==> config.mk <==
export PLATFORM = sky130hd
export DESIGN_NAME = tpu_seq_ctrl_flat
export DESIGN_NICKNAME = d
export VERILOG_FILES = /design/src/rtl/tpu_seq_ctrl_if.sv /design/src/rtl/tpu_seq_ctrl.sv /design/src/flat_wrapper.sv
export SDC_FILE = /design/constraint.sdc
export NUM_CORES = 1
export LEC_CHECK = 0
export ABC_AREA = 0
export ABC_CLOCK_PERIOD_IN_PS = 2500
export CORE_ASPECT_RATIO = 0.7
export CORE_MARGIN = 5
export CORE_UTILIZATION = 51
export DETAILED_ROUTE_END_ITERATION = 7
export GPL_TIMING_DRIVEN = 0
export PLACE_DENSITY = 0.87
export SETUP_SLACK_MARGIN = 0.15
export SLEW_MARGIN = 30
export SYNTH_ARGS = -nofsm -noshare
export SYNTH_HDL_FRONTEND = slang
export SYNTH_SLANG_ARGS = --single-unit
==> constraint.sdc <==
create_clock -name clk -period 2.5 [get_ports clk]
set_input_delay 0.5 -clock clk [delete_from_list [all_inputs] [get_ports clk]]
set_output_delay 0.5 -clock clk [all_outputs]
set_load 0.01 [all_outputs]
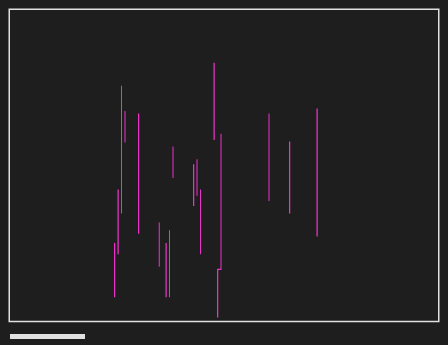
(run_1/layer_met4.png)
Bar = 20 um.
- share of all routed wire: 3.1%
- longest straight run: 36.2 um
vias: 3,496
WL final: 10.9 mm

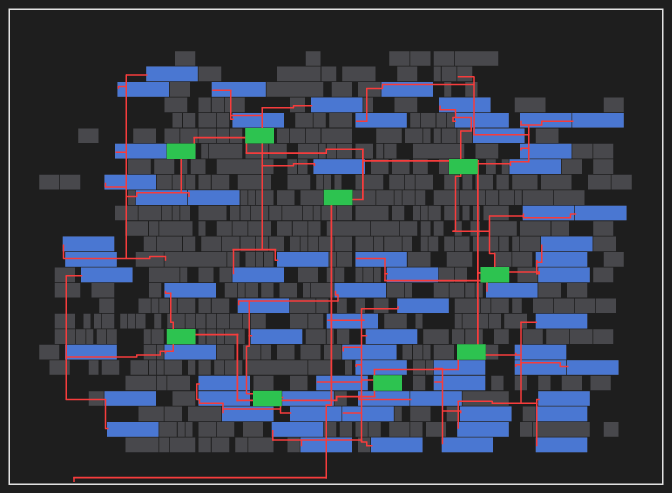
(run_1/clk_routes.png)
- clock drivers: green (count 9)
- clock wires: red (length 952 um)
- flip-flops: blue (count 69)
- routed clock nets: 10
Worst Skew: 11.1 ps
Clk. pwr: 1.04 mW
Latency at later pin: 360 ps

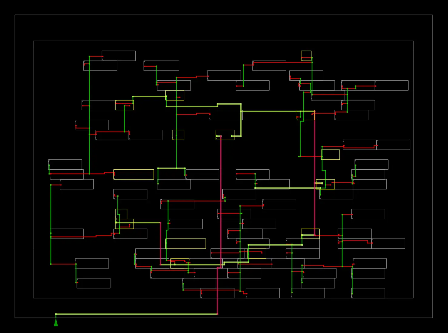
(run_1/clocks.png)
Num CTS Buffers: 9
Clock Sinks: 69
# clk buffers: 10
flop count: 69

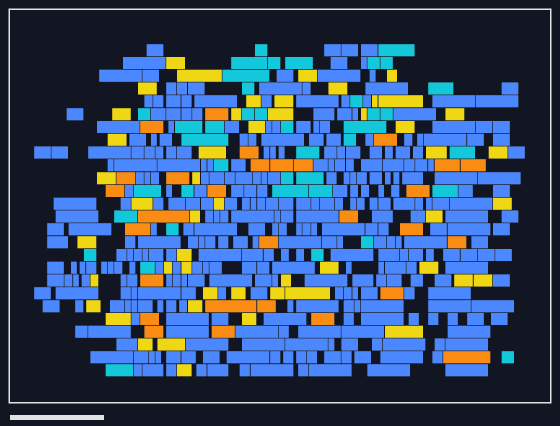
(run_1/sizes.png)
Bar = 20 um.
- _3 and _4 cells: cyan (cells 40; share 8.5%)
- _2 cells: yellow (cells 50; share 11%)
- _6 and larger: orange (cells 29; share 6.2%)
- _0 and _1 cells: blue (cells 350; share 75%)
final setup margin: -87.8 ps
Syn-to-layout area delta: 32.0%
design area: 5170 sq um
number of non-clock buffers: 86

==> flow_summary.toml, run 1 <==
# generated from flow reports
[worst_setup_path]
startpoint_type = "register"
cp_common_cell = "buf_6"
r2r_slack_ps = -90
crit_chain = "inv_2, ha_4, or4b_4, nor2_4, xnor2_2, a211o_1, buf_6, nor3_4, buf_6, nor3b_1, a221o_1"
cp_num_buf_inv = 3
critPathRequiredTime_ps = 2740
critical_path.max_fanout = 5

[final_timing]
worstMarginPinSlew_ps = 805
setup-violations-final = 14
setup_slack_ps = -87.8
finalCriticalPeriod_ps = 2590
max_slew_margin_pct = 45.8
finalHoldWorstSlack_ps = 31.0

[routing]
top_layer_used = "met4"
drc_errors = 0
dr.first_iter.drc_count = 323

[synthesis]
synth.area.mux_share_pct = 6.26
most_common_cell = "dfrtp_1"
synth_stat.cells = 390
netlist_logic_family_top = "simple AND/OR/NAND/NOR gates"
synth_cell_types = 65
yosys-top-cells-area = "dfrtp_1 (44%), mux2_2 (4.9%), ha_1 (4.2%)"
syn_area_per_cell_sq_um = 10.0
ff_type = "dfrtp_1"

[finish]
largest_reg_flops = 17
fillCellCount = 509
antennaDiodeCount = 0
comb_cells = 288
largestClassByArea = "multi-input combinational cells"
most-common-layout-cells = "dfrtp_1 (66), clkdlybuf4s50_1 (37), nand2_1 (29)"
lay_top_count = "dfrtp_1"
seq_area_sq_um = 1730

[power_and_ir_drop]
sw_frac_of_total_pct = 40.8
seqPwrFrac_pct = 31.7
p_int_mw = 3.71
comb-power_mw = 3.24
ir_drop_uv = 533

[placement]
io_buffers = 40
place.gp.congestion = 0.899

[grt]
met2_usage_pct = 34.7
grt_busiest_layer = "met2"

[clock_network]
post-cts-setup-buffer-count = 14
cts_hold_buf = 0

[job]
warning_count = 30

[outcome]
status = "finished, violations left"
violations = "negative setup slack"
==> inputs of run 2 (changes only) <==
--- a/config.mk
+++ b/config.mk
@@ -9,10 +9,10 @@
 export ABC_CLOCK_PERIOD_IN_PS = 2500
 export CORE_ASPECT_RATIO = 0.7
 export CORE_MARGIN = 5
-export CORE_UTILIZATION = 51
+export CORE_UTILIZATION = 27
 export DETAILED_ROUTE_END_ITERATION = 7
 export GPL_TIMING_DRIVEN = 0
-export PLACE_DENSITY = 0.87
+export PLACE_DENSITY = 0.57
 export SETUP_SLACK_MARGIN = 0.15
 export SLEW_MARGIN = 30
 export SYNTH_ARGS = -nofsm -noshare
==> flow_summary.toml, run 2 <==
# generated from flow reports
[outcome]
status = "finished, violations left"
violations = "negative setup slack"

[clock_network]
post-cts-setup-buffer-count = 12
cts_made_buffers = 9
cts_hold_buf = 0
clock-sinks = 69

[grt]
grt_busiest_layer = "met1"
use_met1_pct = 18.3
met2_usage_pct = 18.2

[worst_setup_path]
critPathRequiredTime_ps = 2710
startpoint_type = "register"
r2r_slack_ps = -70
crit_chain = "inv_2, ha_4, or4b_4, nor2_4, xnor2_2, a211o_1, nor4_4, nand2b_4, buf_8, mux2_4"

[finish]
most-common-layout-cells = "dfrtp_1 (67), clkdlybuf4s50_1 (37), nand2_1 (29)"
seq_area_sq_um = 1730
flops = 69
comb_cells = 288
antennaDiodeCount = 0
fillCellCount = 1367
largest_reg_flops = 17

[synthesis]
synth_stat.cells = 390
netlist_logic_family_top = "simple AND/OR/NAND/NOR gates"
most_common_cell = "dfrtp_1"
synth.area.mux_share_pct = 6.26
ff_type = "dfrtp_1"

[power_and_ir_drop]
comb-power_mw = 3.09
ir_drop_uv = 404
p_switching_mw = 2.45
sw_frac_of_total_pct = 38.7
seqPwrFrac_pct = 31.0
p_int_mw = 3.88

[placement]
place.gp.congestion = 0.887
io_buffers = 40

[final_timing]
max_slew_margin_pct = 43.5
slew_violations = 0
worstMarginPinSlew_ps = 840
setup_slack_ps = -70.4
setup-violations-final = 20
finalCriticalPeriod_ps = 2570

[routing]
post_drt_wl_per_cell_um = 16.2
via_per_inst = 4.95
dr.first_iter.drc_count = 182
top_layer_used = "met4"
drc_errors = 0

[job]
warning_count = 30

[floorplan]
placementRows = 36
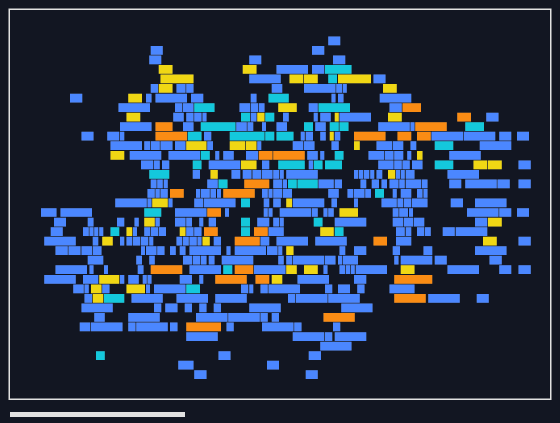
(run_2/sizes.png)
Bar = 50 um.
- _6 and larger: orange (cells 26; share 5.5%)
- _2 cells: yellow (cells 46; share 9.8%)
- _3 and _4 cells: cyan (cells 40; share 8.5%)
- _0 and _1 cells: blue (cells 357; share 76%)
number of non-clock buffers: 85
design area: 5340 sq um
final setup margin: -70.4 ps
Syn-to-layout area delta: 36.2%

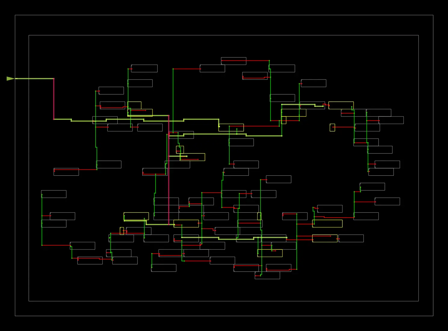
(run_2/clocks.png)
Worst Skew: 8.49 ps
Clk. pwr: 1.28 mW
Latency at later pin: 340 ps
# clk buffers: 12

Power and IR drop assume default switching activity.
